**Run 1: placement by cell class**

Scale: 3 px per um.
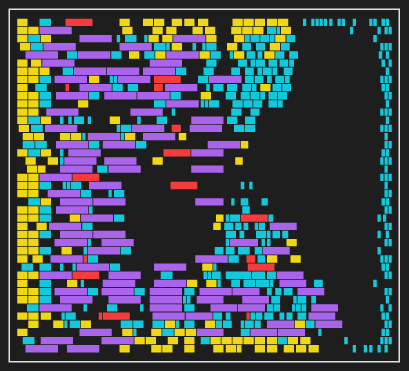
**Run 1: met1 routing**

Scale: 4 px per um.
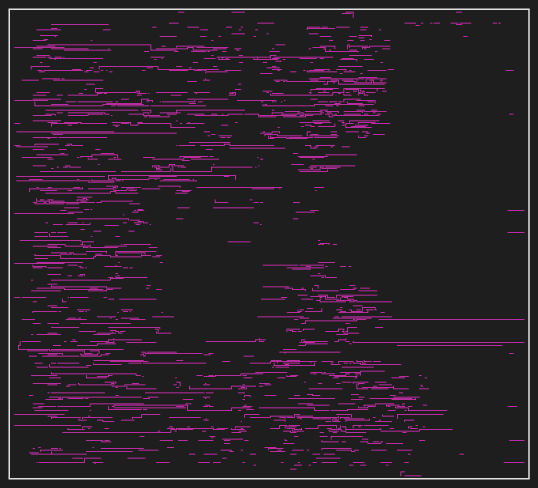
**Run 1: layout detail**

Region (20, 75) to (45, 100) um. Cells in gray, sequential cells in the stronger gray; small squares are vias.
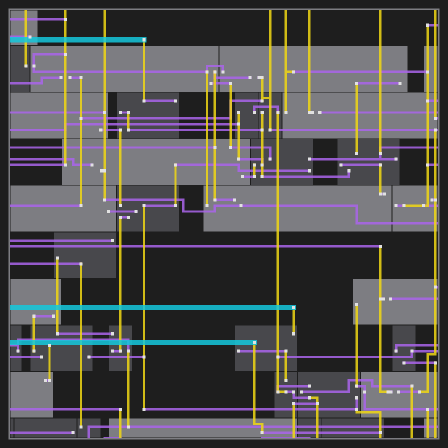
**Run 1: congestion heat map**

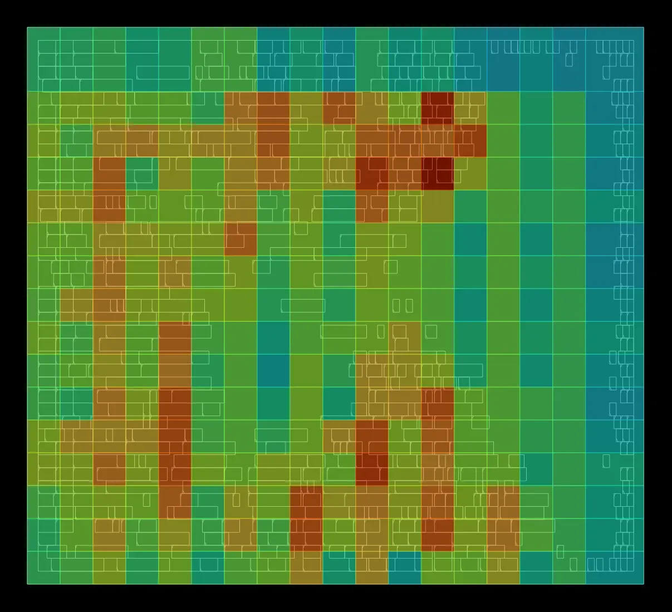
<file path="src/rtl/exe_wb_if.sv">
// exe_wb_if: execute-beat input and register-file write port bundle.
//   Signals:
//     exe_valid / exe_ready   handshake for the execute result beat
//     exe_alu_result          ALU result
//     exe_mem_data            memory read data
//     exe_src_mem_alu         1 = write back memory data, 0 = ALU result
//     exe_wr_addr, exe_wr_en  destination register and write enable
//     wb_valid / wb_ready     handshake for the register-file write port
//     wb_wr_en, wb_wr_addr, wb_wr_data  register-file write strobe/address/data
//   Modports:
//     master : the producer/consumer environment around the buffer
//     slave  : the exe_wb buffer itself
interface exe_wb_if #(
   parameter int DATA_W = 32,
   parameter int ADDR_W = 5
);
   logic              exe_valid;
   logic              exe_ready;
   logic [DATA_W-1:0] exe_alu_result;
   logic [DATA_W-1:0] exe_mem_data;
   logic              exe_src_mem_alu;
   logic [ADDR_W-1:0] exe_wr_addr;
   logic              exe_wr_en;
   logic              wb_valid;
   logic              wb_ready;
   logic              wb_wr_en;
   logic [ADDR_W-1:0] wb_wr_addr;
   logic [DATA_W-1:0] wb_wr_data;

   modport master (
      output exe_valid, exe_alu_result, exe_mem_data, exe_src_mem_alu,
             exe_wr_addr, exe_wr_en, wb_ready,
      input  exe_ready, wb_valid, wb_wr_en, wb_wr_addr, wb_wr_data
   );

   modport slave (
      input  exe_valid, exe_alu_result, exe_mem_data, exe_src_mem_alu,
             exe_wr_addr, exe_wr_en, wb_ready,
      output exe_ready, wb_valid, wb_wr_en, wb_wr_addr, wb_wr_data
   );
endinterface

</file>
<file path="src/rtl/exe_wb.sv">
// exe_wb: execute-pipeline back end. Buffers execute result beats in a
// 2-entry skid FIFO, drives the register-file write port, counts retired
// register writes and reports operand dependences to decode.
//   Ports:
//     clk            clock, rising edge
//     rst            asynchronous reset, active-low
//     flush          synchronous flush; empties the FIFO, beats are dropped
//     bus            exe_wb_if.slave: execute beat in, write port out
//     id_regK_addr   source register addresses under decode (K = 1..3)
//     fwd_hitK       forward valid per source
//     fwd_dataK      forwarded value per source
//     hazard_stall   decode must hold
//     retire_cnt     count of completed register writes (wraps)
//   Build option:
//     WB_FORWARD_EN  defined   : matching sources are forwarded, no stall
//                    undefined : no forwarding, any match raises hazard_stall
module exe_wb #(
   parameter int DATA_W = 32,
   parameter int ADDR_W = 5,
   parameter int CNT_W  = 16
) (
   input  logic              clk,
   input  logic              rst,
   input  logic              flush,
   exe_wb_if.slave           bus,
   input  logic [ADDR_W-1:0] id_reg1_addr,
   input  logic [ADDR_W-1:0] id_reg2_addr,
   input  logic [ADDR_W-1:0] id_reg3_addr,
   output logic              fwd_hit1,
   output logic              fwd_hit2,
   output logic              fwd_hit3,
   output logic [DATA_W-1:0] fwd_data1,
   output logic [DATA_W-1:0] fwd_data2,
   output logic [DATA_W-1:0] fwd_data3,
   output logic              hazard_stall,
   output logic [CNT_W-1:0]  retire_cnt
);

   logic [1:0]        cnt_p0;
   logic              head_p0;
   logic              tail_p0;
   logic              ent_wr_en_p0 [2];
   logic [ADDR_W-1:0] ent_addr_p0  [2];
   logic [DATA_W-1:0] ent_data_p0  [2];

   logic              rdy;
   logic              vld;
   logic              push;
   logic              pop;
   logic [1:0]        ent_vld;
   logic [ADDR_W-1:0] src_addr  [3];
   logic [2:0]        match_yng;
   logic [2:0]        match_old;

   assign rdy  = (cnt_p0 != 2'd2);
   assign vld  = (cnt_p0 != 2'd0);
   assign push = bus.exe_valid && rdy && !flush;
   assign pop  = vld && bus.wb_ready && !flush;

   // With count 1 only the head entry is live; with count 2 both are.
   assign ent_vld[0] = cnt_p0[1] | (cnt_p0[0] & ~head_p0);
   assign ent_vld[1] = cnt_p0[1] | (cnt_p0[0] &  head_p0);

   assign bus.exe_ready  = rdy;
   assign bus.wb_valid   = vld;
   assign bus.wb_wr_en   = vld && ent_wr_en_p0[head_p0];
   // Gated so the port reads zero while empty (entry storage is not reset).
   assign bus.wb_wr_addr = vld ? ent_addr_p0[head_p0] : '0;
   assign bus.wb_wr_data = vld ? ent_data_p0[head_p0] : '0;

   // ---- stage p0: FIFO control and retire counter ----
   always_ff @(posedge clk or negedge rst) begin
      if (!rst) begin
         cnt_p0     <= 2'd0;
         head_p0    <= 1'b0;
         tail_p0    <= 1'b0;
         retire_cnt <= '0;
      end else if (flush) begin
         cnt_p0  <= 2'd0;
         head_p0 <= 1'b0;
         tail_p0 <= 1'b0;
      end else begin
         if (push) tail_p0 <= ~tail_p0;
         if (pop)  head_p0 <= ~head_p0;
         case ({push, pop})
            2'b10:   cnt_p0 <= cnt_p0 + 2'd1;
            2'b01:   cnt_p0 <= cnt_p0 - 2'd1;
            default: cnt_p0 <= cnt_p0;
         endcase
         if (pop && ent_wr_en_p0[head_p0])
            retire_cnt <= retire_cnt + {{(CNT_W-1){1'b0}}, 1'b1};
      end
   end

   // ---- stage p0: entry payload, write-back data chosen at push time ----
   always_ff @(posedge clk) begin
      if (push) begin
         ent_wr_en_p0[tail_p0] <= bus.exe_wr_en;
         ent_addr_p0[tail_p0]  <= bus.exe_wr_addr;
         ent_data_p0[tail_p0]  <= bus.exe_src_mem_alu ? bus.exe_mem_data
                                                      : bus.exe_alu_result;
      end
   end

   assign src_addr[0] = id_reg1_addr;
   assign src_addr[1] = id_reg2_addr;
   assign src_addr[2] = id_reg3_addr;

   // The youngest entry always sits at tail-1; the other slot is older.
   always_comb begin
      match_yng = '0;
      match_old = '0;
      for (int k = 0; k < 3; k++) begin
         match_yng[k] = ent_vld[~tail_p0] && ent_wr_en_p0[~tail_p0] &&
                        (ent_addr_p0[~tail_p0] == src_addr[k]);
         match_old[k] = ent_vld[tail_p0] && ent_wr_en_p0[tail_p0] &&
                        (ent_addr_p0[tail_p0] == src_addr[k]);
      end
   end

`ifdef WB_FORWARD_EN
   logic [DATA_W-1:0] data_yng;
   logic [DATA_W-1:0] data_old;

   assign data_yng     = ent_data_p0[~tail_p0];
   assign data_old     = ent_data_p0[tail_p0];
   assign fwd_hit1     = match_yng[0] | match_old[0];
   assign fwd_hit2     = match_yng[1] | match_old[1];
   assign fwd_hit3     = match_yng[2] | match_old[2];
   assign fwd_data1    = match_yng[0] ? data_yng : data_old;
   assign fwd_data2    = match_yng[1] ? data_yng : data_old;
   assign fwd_data3    = match_yng[2] ? data_yng : data_old;
   assign hazard_stall = 1'b0;
`else
   assign fwd_hit1     = 1'b0;
   assign fwd_hit2     = 1'b0;
   assign fwd_hit3     = 1'b0;
   assign fwd_data1    = '0;
   assign fwd_data2    = '0;
   assign fwd_data3    = '0;
   assign hazard_stall = |(match_yng | match_old);
`endif

endmodule

</file>
<file path="src/flat_wrapper.sv">
// flat-port wrapper written by rule: the top's interface ports become plain ports
module exe_wb_flat 
#(
   parameter int DATA_W = 32,
   parameter int ADDR_W = 5,
   parameter int CNT_W  = 16
)
  (clk, rst, flush, id_reg1_addr, id_reg2_addr, id_reg3_addr, fwd_hit1, fwd_hit2, fwd_hit3, fwd_data1, fwd_data2, fwd_data3, hazard_stall, retire_cnt, bus_exe_valid, bus_exe_alu_result, bus_exe_mem_data, bus_exe_src_mem_alu, bus_exe_wr_addr, bus_exe_wr_en, bus_wb_ready, bus_exe_ready, bus_wb_valid, bus_wb_wr_en, bus_wb_wr_addr, bus_wb_wr_data);
  exe_wb_if #(.DATA_W(DATA_W), .ADDR_W(ADDR_W)) bus_i ();
  input  logic clk;
  input  logic rst;
  input  logic flush;
  input  logic [ADDR_W-1:0] id_reg1_addr;
  input  logic [ADDR_W-1:0] id_reg2_addr;
  input  logic [ADDR_W-1:0] id_reg3_addr;
  output logic fwd_hit1;
  output logic fwd_hit2;
  output logic fwd_hit3;
  output logic [DATA_W-1:0] fwd_data1;
  output logic [DATA_W-1:0] fwd_data2;
  output logic [DATA_W-1:0] fwd_data3;
  output logic hazard_stall;
  output logic [CNT_W-1:0] retire_cnt;
  input wire logic [$bits(bus_i.exe_valid)-1:0] bus_exe_valid;
  input wire logic [$bits(bus_i.exe_alu_result)-1:0] bus_exe_alu_result;
  input wire logic [$bits(bus_i.exe_mem_data)-1:0] bus_exe_mem_data;
  input wire logic [$bits(bus_i.exe_src_mem_alu)-1:0] bus_exe_src_mem_alu;
  input wire logic [$bits(bus_i.exe_wr_addr)-1:0] bus_exe_wr_addr;
  input wire logic [$bits(bus_i.exe_wr_en)-1:0] bus_exe_wr_en;
  input wire logic [$bits(bus_i.wb_ready)-1:0] bus_wb_ready;
  output wire logic [$bits(bus_i.exe_ready)-1:0] bus_exe_ready;
  output wire logic [$bits(bus_i.wb_valid)-1:0] bus_wb_valid;
  output wire logic [$bits(bus_i.wb_wr_en)-1:0] bus_wb_wr_en;
  output wire logic [$bits(bus_i.wb_wr_addr)-1:0] bus_wb_wr_addr;
  output wire logic [$bits(bus_i.wb_wr_data)-1:0] bus_wb_wr_data;
  assign bus_i.exe_valid = bus_exe_valid;
  assign bus_i.exe_alu_result = bus_exe_alu_result;
  assign bus_i.exe_mem_data = bus_exe_mem_data;
  assign bus_i.exe_src_mem_alu = bus_exe_src_mem_alu;
  assign bus_i.exe_wr_addr = bus_exe_wr_addr;
  assign bus_i.exe_wr_en = bus_exe_wr_en;
  assign bus_i.wb_ready = bus_wb_ready;
  assign bus_exe_ready = bus_i.exe_ready;
  assign bus_wb_valid = bus_i.wb_valid;
  assign bus_wb_wr_en = bus_i.wb_wr_en;
  assign bus_wb_wr_addr = bus_i.wb_wr_addr;
  assign bus_wb_wr_data = bus_i.wb_wr_data;
  exe_wb #(.DATA_W(DATA_W), .ADDR_W(ADDR_W), .CNT_W(CNT_W)) u_core (.clk(clk), .rst(rst), .flush(flush), .bus(bus_i), .id_reg1_addr(id_reg1_addr), .id_reg2_addr(id_reg2_addr), .id_reg3_addr(id_reg3_addr), .fwd_hit1(fwd_hit1), .fwd_hit2(fwd_hit2), .fwd_hit3(fwd_hit3), .fwd_data1(fwd_data1), .fwd_data2(fwd_data2), .fwd_data3(fwd_data3), .hazard_stall(hazard_stall), .retire_cnt(retire_cnt));
endmodule
</file>
<file path="config.mk">
export PLATFORM = sky130hd
export DESIGN_NAME = exe_wb_flat
export DESIGN_NICKNAME = d
export VERILOG_FILES = /design/src/rtl/exe_wb_if.sv /design/src/rtl/exe_wb.sv /design/src/flat_wrapper.sv
export SDC_FILE = /design/constraint.sdc
export NUM_CORES = 1
export LEC_CHECK = 0
export CAP_MARGIN = 0
export CORE_ASPECT_RATIO = 0.9
export CORE_MARGIN = 2
export CORE_UTILIZATION = 38
export CTS_CLUSTER_DIAMETER = 80
export DETAILED_ROUTE_END_ITERATION = 8
export GPL_ROUTABILITY_DRIVEN = 0
export MAX_ROUTING_LAYER = met4
export PLACE_DENSITY = 0.78
export SLEW_MARGIN = 30
export SYNTH_ARGS = -nofsm -noshare
export SYNTH_HDL_FRONTEND = slang
export SYNTH_SLANG_ARGS = --single-unit
export TNS_END_PERCENT = 10
</file>
<file path="constraint.sdc">
create_clock -name clk -period 4.1 [get_ports clk]
set_input_delay 0.82 -clock clk [delete_from_list [all_inputs] [get_ports clk]]
set_output_delay 0.82 -clock clk [all_outputs]
set_load 0.05 [all_outputs]
</file>
==> reports/metrics.cfg, run 1 <==
[power]
power.density_nw_per_um2=388.5
powerClk_mw=0.748
p_total_mw=2.715
clockPowerShare=0.276
seq-power_mw=1.16
combPwrFrac=0.298
switching_share=0.3427
seq_power_share=0.426
irDropWorstVdd_mv=0.2464
comb_cell_power_mw=0.809

[sta]
finalClockSkew_ns=0.005245
slew_headroom=0.5423
setup_viol=0
slew_violations=0
rsz0062_at_grt=no
hold_slack_ns=0.4269
period_used_share=0.9131
fin_ws_ns=0.3564
max_freq_ghz=0.2671

[clock_network]
cts_setup_buffers=0
clock_sinks=96
cts_hold_buffers=0
cts_tree=built
root_buffer=clkbuf_16
cts_buffers=9
clk_path_buf_depth=2
cts_resized=0
cts.reportedPaths.clkPinSlew_ns=0.06

[synthesis]
ys_warn_count=0
ys.flops=96
synth_cells=443
edf_count=76
ff_type=edfxtp_1
ys_seq_share=0.5162
yosys.area_share.xor_xnor=0.07637
ys_sh_mux=0.1599
yosys-top-cells-count=99 x buf_4, 76 x edfxtp_1, 49 x mux2i_1, 45 x nor2_1, 33 x mux2_2
top_area_frac=0.4234
synth_cell_type_count=32
synthArstFlopShare=0.2083
aoi_share=0.008589
ys_cells=443
syn_area_per_cell_um2=12.17
ys_sh_adder=0.002321

[setup_path]
slowest_stage=clkdlybuf4s50_1
slowest_delay_ns=0.80
r2r_slack_ns=1.88
startpoint=u_core.tail_p0$_DFFE_PN0P_
cp.arrival_ns=2.92
cp_top_family=buffers and inverters
required_ns=3.28
rr_startpoint=u_core.head_p0$_DFFE_PN0P_
critPathCaptureType=output port
crit_path_start_kind=flip-flop
cp-endpoint=hazard_stall
path_max_fanout=14
cp_cell_sequence=mux2i_1 -> xor2_1 -> nand3_1 -> nor3_1 -> o32ai_1 -> nand2_1 -> clkdlybuf4s50_1

[cells_and_area]
syn_to_final_growth_pct=29.64
buffer_area_frac=0.2163
regArea_um2=2785
layout_top_cell=clkdlybuf4s50_1
comb_cells=329
logic_area_um2=2176
clkCellAreaFrac=0.03814
comb_area_share=0.3114
inverters=2
nets=683
diodes=0
n_fill_cell=1179
drive_gt1_frac=0.1023
fin_cells=789
flop-count=96
buffers_excl_clock=153

[place]
port_buffers=147
detailedPlace.worstSlack_ns=0.4539
placed_cell_area_um2=6725
placed_cells=773
dpl.hpwl_um=8159

[global_route]
grt_remaining_overflow=0
grt_max_degree=39
grt_pass1_wl_um=16440
antenna_found_initial=0

[floorplan]
floorplan.core_util=0.3863
die-area_um2=15150

[status]
status=complete, no violations

[detailed_routing]
drtIter0Drc=159
dr.pass1.iters=4

[flow_run]
drv_cap=0
warning_count=27

Notes on 'placement by cell class' above:
Red shows clock drivers and dummy loads, cells 16, share of their area 4.0%. Yellow shows remaining buffers and delay cells, cells 153, share of their area 22%. Cyan shows combinational and other logic, cells 331, share of their area 32%. Purple shows sequential cells, cells 96, share of their area 41%.
post-route cell area: 6988 um2
flop share of the area: 0.3986
Cell Rows: 41
core region area: 13,950 um2
Finished Core Util: 0.5008

Notes on 'met1 routing' above:
The layer holds 40% of the routed length. The layer carries 4,450 um of wire. The longest straight run is 42.8 um. 524 nets have wire on it.
M1 GR Usage: 0.1681
total number of vias: 3,463
final WL: 11,020 um

Notes on 'layout detail' above:
Purple shows metal 1. Cyan shows metal 3. Yellow shows metal 2.
Netlist names of flops here include u_core.ent_data_p0 (7). Most frequent: edfxtp_1 (7), nor2_1 (6), mux2i_1 (5). Sequential cells in the window: 7. 21 logic cells have their middle in the window.

Notes on 'congestion heat map' above:
met3 Resource Use GR: 0.04364
Global Route Usage Sum: 0.1486
drt wl/cell: 13.97 um
Top Usage Layer GRT: met2

[run 1: state kept, by name, summed over array words and instances (netlist names)]
name,count
u_core.ent_wr_en_p0,2
u_core.cnt_p0,2
u_core.head_p0,1
u_core.retire_cnt,16
u_core.ent_data_p0,64
u_core.tail_p0,1
u_core.ent_addr_p0,10
[run 1: layer usage]
| layer | part of all wire | vias up | track usage |
|---|---|---|---|
| li1 | - | 1641 | - |
| met1 | 0.40 | 1628 | 0.1681 |
| met2 | 0.50 | 180 | 0.2498 |
| met3 | 0.081 | 14 | 0.04364 |
| met4 | 0.016 | 0 | 0.05950 |
| met5 | 0 | - | - |
==> run 2: changes to the inputs <==
--- a/config.mk
+++ b/config.mk
@@ -6,8 +6,8 @@
 export NUM_CORES = 1
 export LEC_CHECK = 0
 export CAP_MARGIN = 0
-export CORE_ASPECT_RATIO = 0.9
-export CORE_MARGIN = 2
+export CORE_ASPECT_RATIO = 0.75
+export CORE_MARGIN = 4
 export CORE_UTILIZATION = 38
 export CTS_CLUSTER_DIAMETER = 80
 export DETAILED_ROUTE_END_ITERATION = 8
==> reports/metrics.cfg, run 2 <==
[power]
irDropWorstVdd_mv=0.2032  ; -18%
p_int_mw=1.792
seq-power_mw=1.16  ; about the same
clockPowerShare=0.285  ; +0.009
seq_power_share=0.422  ; -0.004
switching_share=0.3500  ; +0.007304
power.density_nw_per_um2=394.9  ; +1.7%
powerClk_mw=0.784  ; +4.8%
switchingPower_mw=0.9646
combPwrFrac=0.293  ; -0.005
p_total_mw=2.756  ; +1.5%
comb_cell_power_mw=0.808  ; about the same
leakage_nw=2.628
largestPowerGroup=registers

[global_route]
grt.busiest_layer=met2
antenna_found_initial=0  ; unchanged
grt_pass1_wl_um=18050  ; +9.8%
grtUsageTotal=0.1449  ; -0.003696
met2_usage=0.2452  ; -0.004647
grt_remaining_overflow=0  ; unchanged
met3_usage=0.03882  ; -0.004813
use_met1=0.1677  ; -0.0004133
grt_max_degree=41  ; +5.1%

[detailed_routing]
drcViolationCount=0
wl_um=11790  ; +7.0%
ant_nets=0
route.vias.total=3463  ; unchanged
dr.pass1.iters=4  ; unchanged
top_layer=met4
routed-wl-met2_um=5871  ; +6.7%
drt-met1-wl_um=4866  ; +9.4%
viasPerCell=4.497
met3WireLength_um=896  ; +0.11%
wl_per_cell_um=15.31  ; +9.6%
drtIter0Drc=167  ; +5.0%

[setup_path]
r2r_slack_ns=1.92  ; +0.04 ns
slowest_delay_ns=0.80  ; about the same
critPathCaptureType=output port
crit_path_start_kind=flip-flop
critical_path_class=reg2out
cp_cell_sequence=mux2i_1 -> xor2_1 -> nand3_1 -> nor3_1 -> o32ai_1 -> nand2_1 -> clkdlybuf4s50_1
slowest_stage=clkdlybuf4s50_1
cp.arrival_ns=3.06  ; +0.14 ns
required_ns=3.28  ; about the same
rr_startpoint=u_core.head_p0$_DFFE_PN0P_
cp.depth=7
timing.rr.end=u_core.retire_cnt[11]$_DFFE_PN0P_
crit_buf_inv=1
cp_top_family=buffers and inverters
path_max_fanout=14  ; unchanged
startpoint=u_core.tail_p0$_DFFE_PN0P_
cp-endpoint=hazard_stall
r2r.worst_path.cells=6

[cells_and_area]
drive_gt1_frac=0.1042  ; +0.001853
fin_cells=770  ; -2.4%
syn_to_final_growth_pct=29.48
n_fill_cell=1205  ; +2.2%
regMostFlops=u_core.ent_data_p0
nets=682  ; -0.15%
top_regs=u_core.ent_data_p0: 64 flops, u_core.retire_cnt: 16 flops, u_core.ent_addr_p0: 10 flops
largest_reg_flops=64  ; unchanged
layout_top_cell=clkdlybuf4s50_1
diodes=0  ; unchanged
lay_top_cells=146 x clkdlybuf4s50_1, 99 x conb_1, 76 x edfxtp_1

[synthesis]
synthTopCellsByArea=edfxtp_1 42%, buf_4 14%, dfrtp_1 9.3%, mux2i_1 9.1%, mux2_2 6.9%
ys_area_um2=5390
ys_sh_mux=0.1599  ; unchanged
yosys.area_share.xor_xnor=0.07637  ; unchanged
ys.flops=96  ; unchanged
ys_sh_adder=0.002321  ; unchanged
synth_cell_type_count=32  ; unchanged
top_logic_kind=multiplexers
edf_count=76  ; unchanged
top_area_frac=0.4234  ; unchanged
most_common_cell=buf_4
ys_warn_count=0  ; unchanged
ys_seq_share=0.5162  ; unchanged
yosys-top-cells-count=99 x buf_4, 76 x edfxtp_1, 49 x mux2i_1, 45 x nor2_1, 33 x mux2_2
synthArstFlopShare=0.2083  ; unchanged
yosys.area_share.simple=0.08473
synth_cells=443  ; unchanged
aoi_share=0.008589  ; unchanged
ff_type=edfxtp_1
syn_area_per_cell_um2=12.17  ; unchanged
ys_cells=443  ; unchanged

[clock_network]
htree_levels=3
cts_setup_buffers=0  ; unchanged
cts_buffers=9  ; unchanged
cts_hold_buffers=0  ; unchanged
clock_sinks=96  ; unchanged
clk_latency_ns=0.35
cts_tree=built
cts_resized=0  ; unchanged
cts.reportedPaths.clkPinSlew_ns=0.07  ; about the same
root_buffer=clkbuf_16
clk_path_buf_depth=2  ; unchanged

[flow_run]
warning_count=27  ; unchanged
drv_cap=0  ; unchanged

[sta]
max_freq_ghz=0.2578  ; -3.5%
setup_viol=0  ; unchanged
slew_headroom=0.5724  ; +0.03005
fin_ws_ns=0.2211  ; -0.1353 ns
finalClockSkew_ns=0.01005  ; +0.004800 ns
max_slew.worst_pin.slew_ns=0.6414
rsz0062_at_grt=no
hold_slack_ns=0.4228  ; -0.004111 ns
slew_violations=0  ; unchanged
fin_crit_ns=3.879
period_used_share=0.9461  ; +0.03300
fin_setup_tns_ns=0

[status]
status=complete, no violations

[floorplan]
ios=247
dieWidth_um=145.5
die-area_um2=16170  ; +6.7%
floorplan.core_util=0.3907  ; +0.004414

[place]
dpl.hpwl_um=8866  ; +8.7%
placed_cells=754  ; -2.5%
port_buffers=147  ; unchanged
placed_cell_area_um2=6708  ; -0.26%
detailedPlace.worstSlack_ns=0.4942  ; +0.04023 ns

run 2: cell type report:
type	count	area, um2	area share
timing repair buffer	152	1516	0.2173
tap	175	219.0	0.03137
sequential	96	2784	0.3989
multi-input combinational	329	2176	0.3118
clock inverter	7	51.30	0.007350
inverter	2	7.507	0.001076
clock buffer	9	225.2	0.03227
run 2: how the worst min path moves through the flow:
stage	endpoint	slack, ns
finish	u_core.retire_cnt[15]$_DFFE_PN0P_	0.42
global route	u_core.cnt_p0[1]$_DFFE_PN0P_	0.46
CTS	u_core.retire_cnt[15]$_DFFE_PN0P_	0.48
detailed placement	u_core.retire_cnt[15]$_DFFE_PN0P_	0.47
global placement	u_core.retire_cnt[15]$_DFFE_PN0P_	0.46
floorplan	u_core.cnt_p0[0]$_DFFE_PN0P_	0.52
**Run 2: placement by cell class**

Scale: 2 px per um.
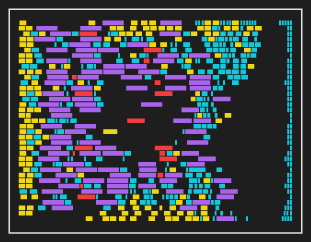
Red shows clock drivers and dummy loads, cells 16, share of their area 4.1%. Purple shows sequential cells, cells 96, share of their area 41%. Yellow shows remaining buffers and delay cells, cells 152, share of their area 22%. Cyan shows combinational and other logic, cells 331, share of their area 32%.
core region area: 13,800 um2
post-route cell area: 6979 um2
flop share of the area: 0.3989
Finished Core Util: 0.5059
Cell Rows: 37

**Run 2: layout detail**

Region (24, 71) to (49, 96) um. Cells in gray, sequential cells in the stronger gray; small squares are vias.
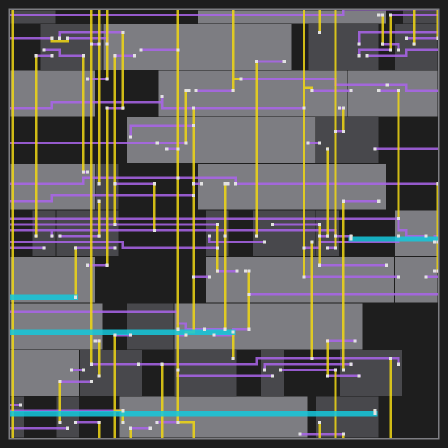
Cyan shows metal 3. Purple shows metal 1. Yellow shows metal 2.
Sequential cells in the window: 7. Netlist names of flops here include u_core.ent_data_p0 (7). 24 logic cells have their middle in the window. Most frequent: edfxtp_1 (7), mux2i_1 (6), nor2_1 (6).

==> run 3: changes to the inputs <==
--- a/config.mk
+++ b/config.mk
@@ -7,7 +7,7 @@
 export LEC_CHECK = 0
 export CAP_MARGIN = 0
 export CORE_ASPECT_RATIO = 0.75
-export CORE_MARGIN = 4
+export CORE_MARGIN = 8
 export CORE_UTILIZATION = 38
 export CTS_CLUSTER_DIAMETER = 80
 export DETAILED_ROUTE_END_ITERATION = 8
==> reports/metrics.cfg, run 3 <==
[status]
status=complete, no violations

[detailed_routing]
dr.pass1.iters=4  ; unchanged
top_layer=met4
met3WireLength_um=1363  ; +52%
drt-met1-wl_um=5139  ; +5.6%
viasPerCell=4.490  ; -0.16%
routed-wl-met2_um=6377  ; +8.6%
route.vias.total=3462  ; -0.029%
ant_nets=0  ; unchanged
wl_um=13010  ; +10%

[clock_network]
clock_sinks=96  ; unchanged
cts.reportedPaths.clkPinSlew_ns=0.06  ; about the same
cts_resized=0  ; unchanged
root_buffer=clkbuf_16
cts_setup_buffers=0  ; unchanged
htree_levels=3  ; unchanged
cts_buffers=9  ; unchanged
cts_hold_buffers=0  ; unchanged
clk_latency_ns=0.34  ; about the same

[cells_and_area]
regArea_um2=2785  ; about the same
clock_buffers=12  ; +3
buffers_excl_clock=152  ; unchanged
logic_area_um2=2176  ; unchanged
layout_top_cell=clkdlybuf4s50_1
n_fill_cell=1188  ; -1.4%
clkCellAreaFrac=0.04469  ; +0.005066
inverters=2  ; unchanged
syn_to_final_growth_pct=30.39
biggestCellCategory=registers
drive_gt1_frac=0.1025  ; -0.001681
lay_top_cells=146 x clkdlybuf4s50_1, 99 x conb_1, 76 x edfxtp_1
diodes=1  ; +1
regMostFlops=u_core.ent_data_p0
comb_cells=329  ; unchanged
fin_cells=771  ; +0.13%
nets=682  ; unchanged
buffer_area_frac=0.2168  ; -0.0004401
top_regs=u_core.ent_data_p0: 64 flops, u_core.retire_cnt: 16 flops, u_core.ent_addr_p0: 10 flops
comb_area_share=0.3096  ; -0.002165

[sta]
max_freq_ghz=0.2628  ; +2.0%
slew_headroom=0.6056  ; +0.03319
slew_violations=0  ; unchanged
fin_crit_ns=3.805  ; -0.07423 ns
setup_viol=0  ; unchanged
finalClockSkew_ns=0.005481  ; -0.004565 ns
rsz0062_at_grt=no

[setup_path]
cp.depth=7  ; unchanged
cp_top_family=buffers and inverters
startpoint=u_core.tail_p0$_DFFE_PN0P_
cp-endpoint=hazard_stall
crit_path_start_kind=flip-flop
required_ns=3.28  ; about the same
r2r_slack_ns=1.96  ; +0.04 ns
path_max_fanout=14  ; unchanged
critPathCaptureType=output port
r2r.worst_path.cells=6  ; unchanged
slowest_stage=clkdlybuf4s50_1
rr_startpoint=u_core.head_p0$_DFFE_PN0P_
timing.rr.end=u_core.retire_cnt[11]$_DFFE_PN0P_
slowest_delay_ns=0.82  ; +0.02 ns

[floorplan]
row_count=37  ; unchanged
tapCellCount=175  ; unchanged
dieWidth_um=153.5  ; +5.5%
coreArea_um2=13800  ; unchanged
ios=247  ; unchanged
floorplan.core_util=0.3907  ; unchanged

[synthesis]
ys_sh_adder=0.002321  ; unchanged
yosys.area_share.simple=0.08473  ; unchanged
ys.flops=96  ; unchanged
ff_type=edfxtp_1
most_common_cell=buf_4
aoi_share=0.008589  ; unchanged
synth_cell_type_count=32  ; unchanged
synthArstFlopShare=0.2083  ; unchanged
ys_warn_count=0  ; unchanged
edf_count=76  ; unchanged
ys_seq_share=0.5162  ; unchanged
top_area_frac=0.4234  ; unchanged
yosys.area_share.xor_xnor=0.07637  ; unchanged
synthTopCellsByArea=edfxtp_1 42%, buf_4 14%, dfrtp_1 9.3%, mux2i_1 9.1%, mux2_2 6.9%
ys_sh_mux=0.1599  ; unchanged

[global_route]
met2_usage=0.2470  ; +0.001777
grt_pass1_wl_um=20360  ; +13%
grt_remaining_overflow=0  ; unchanged
grtUsageTotal=0.1429  ; -0.001981
grt.busiest_layer=met2

[flow_run]
warning_count=27  ; unchanged
drv_cap=0  ; unchanged

[power]
irDropWorstVdd_mv=0.2635  ; +30%
power.density_nw_per_um2=408.0  ; +3.3%
leakage_nw=2.649  ; +0.79%

[place]
placed_cells=754  ; unchanged
port_buffers=147  ; unchanged

run 3: cell families after synthesis:
family,count (synthesis)
multiplexers,82
buffers and inverters,116
flip-flops,96
AND/OR/NAND/NOR,93
XOR/XNOR,47
adder cells (fa/ha/maj),1
other,1
AND-OR/OR-AND,7
run 3: where the power goes:
part,total (mW),internal (mW),switching [mW]
clock network,0.888,0.539,0.349
registers,1.16,1.11,0.0496
logic,0.817,0.264,0.552
run 3: stage by stage:
stage	total power, mW	TNS, ns	area [um2]	worst slack (ns)
after floorplan	1.813	-8.343	5758	-0.1098
after global placement	1.982	0	6688	0.5035
after detailed placement	2.000	0	6715	0.3591
after CTS	2.895	0	7029	0.07622
after global routing	2.977	0	7028	0.1260
final	2.868	0	7028	0.2953
**Run 3: placement by cell class**

Scale: 2 px per um.
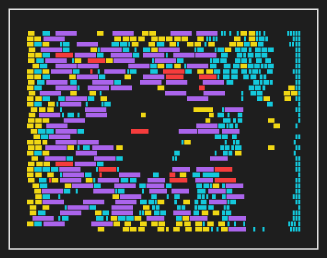
Yellow shows remaining buffers and delay cells, cells 152, share of their area 22%. Red shows clock drivers and dummy loads, cells 16, share of their area 4.6%. Cyan shows combinational and other logic, cells 331, share of their area 32%. Purple shows sequential cells, cells 96, share of their area 41%.
flop share of the area: 0.3963
post-route cell area: 7028 um2
Finished Core Util: 0.5094

**Run 3: congestion heat map**

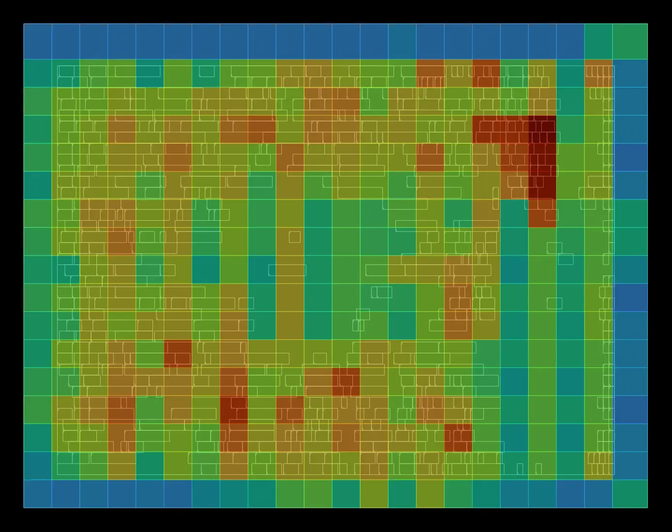
met3 Resource Use GR: 0.06936
M1 GR Usage: 0.1438
drt wl/cell: 16.87 um

Power and IR drop assume default switching activity.
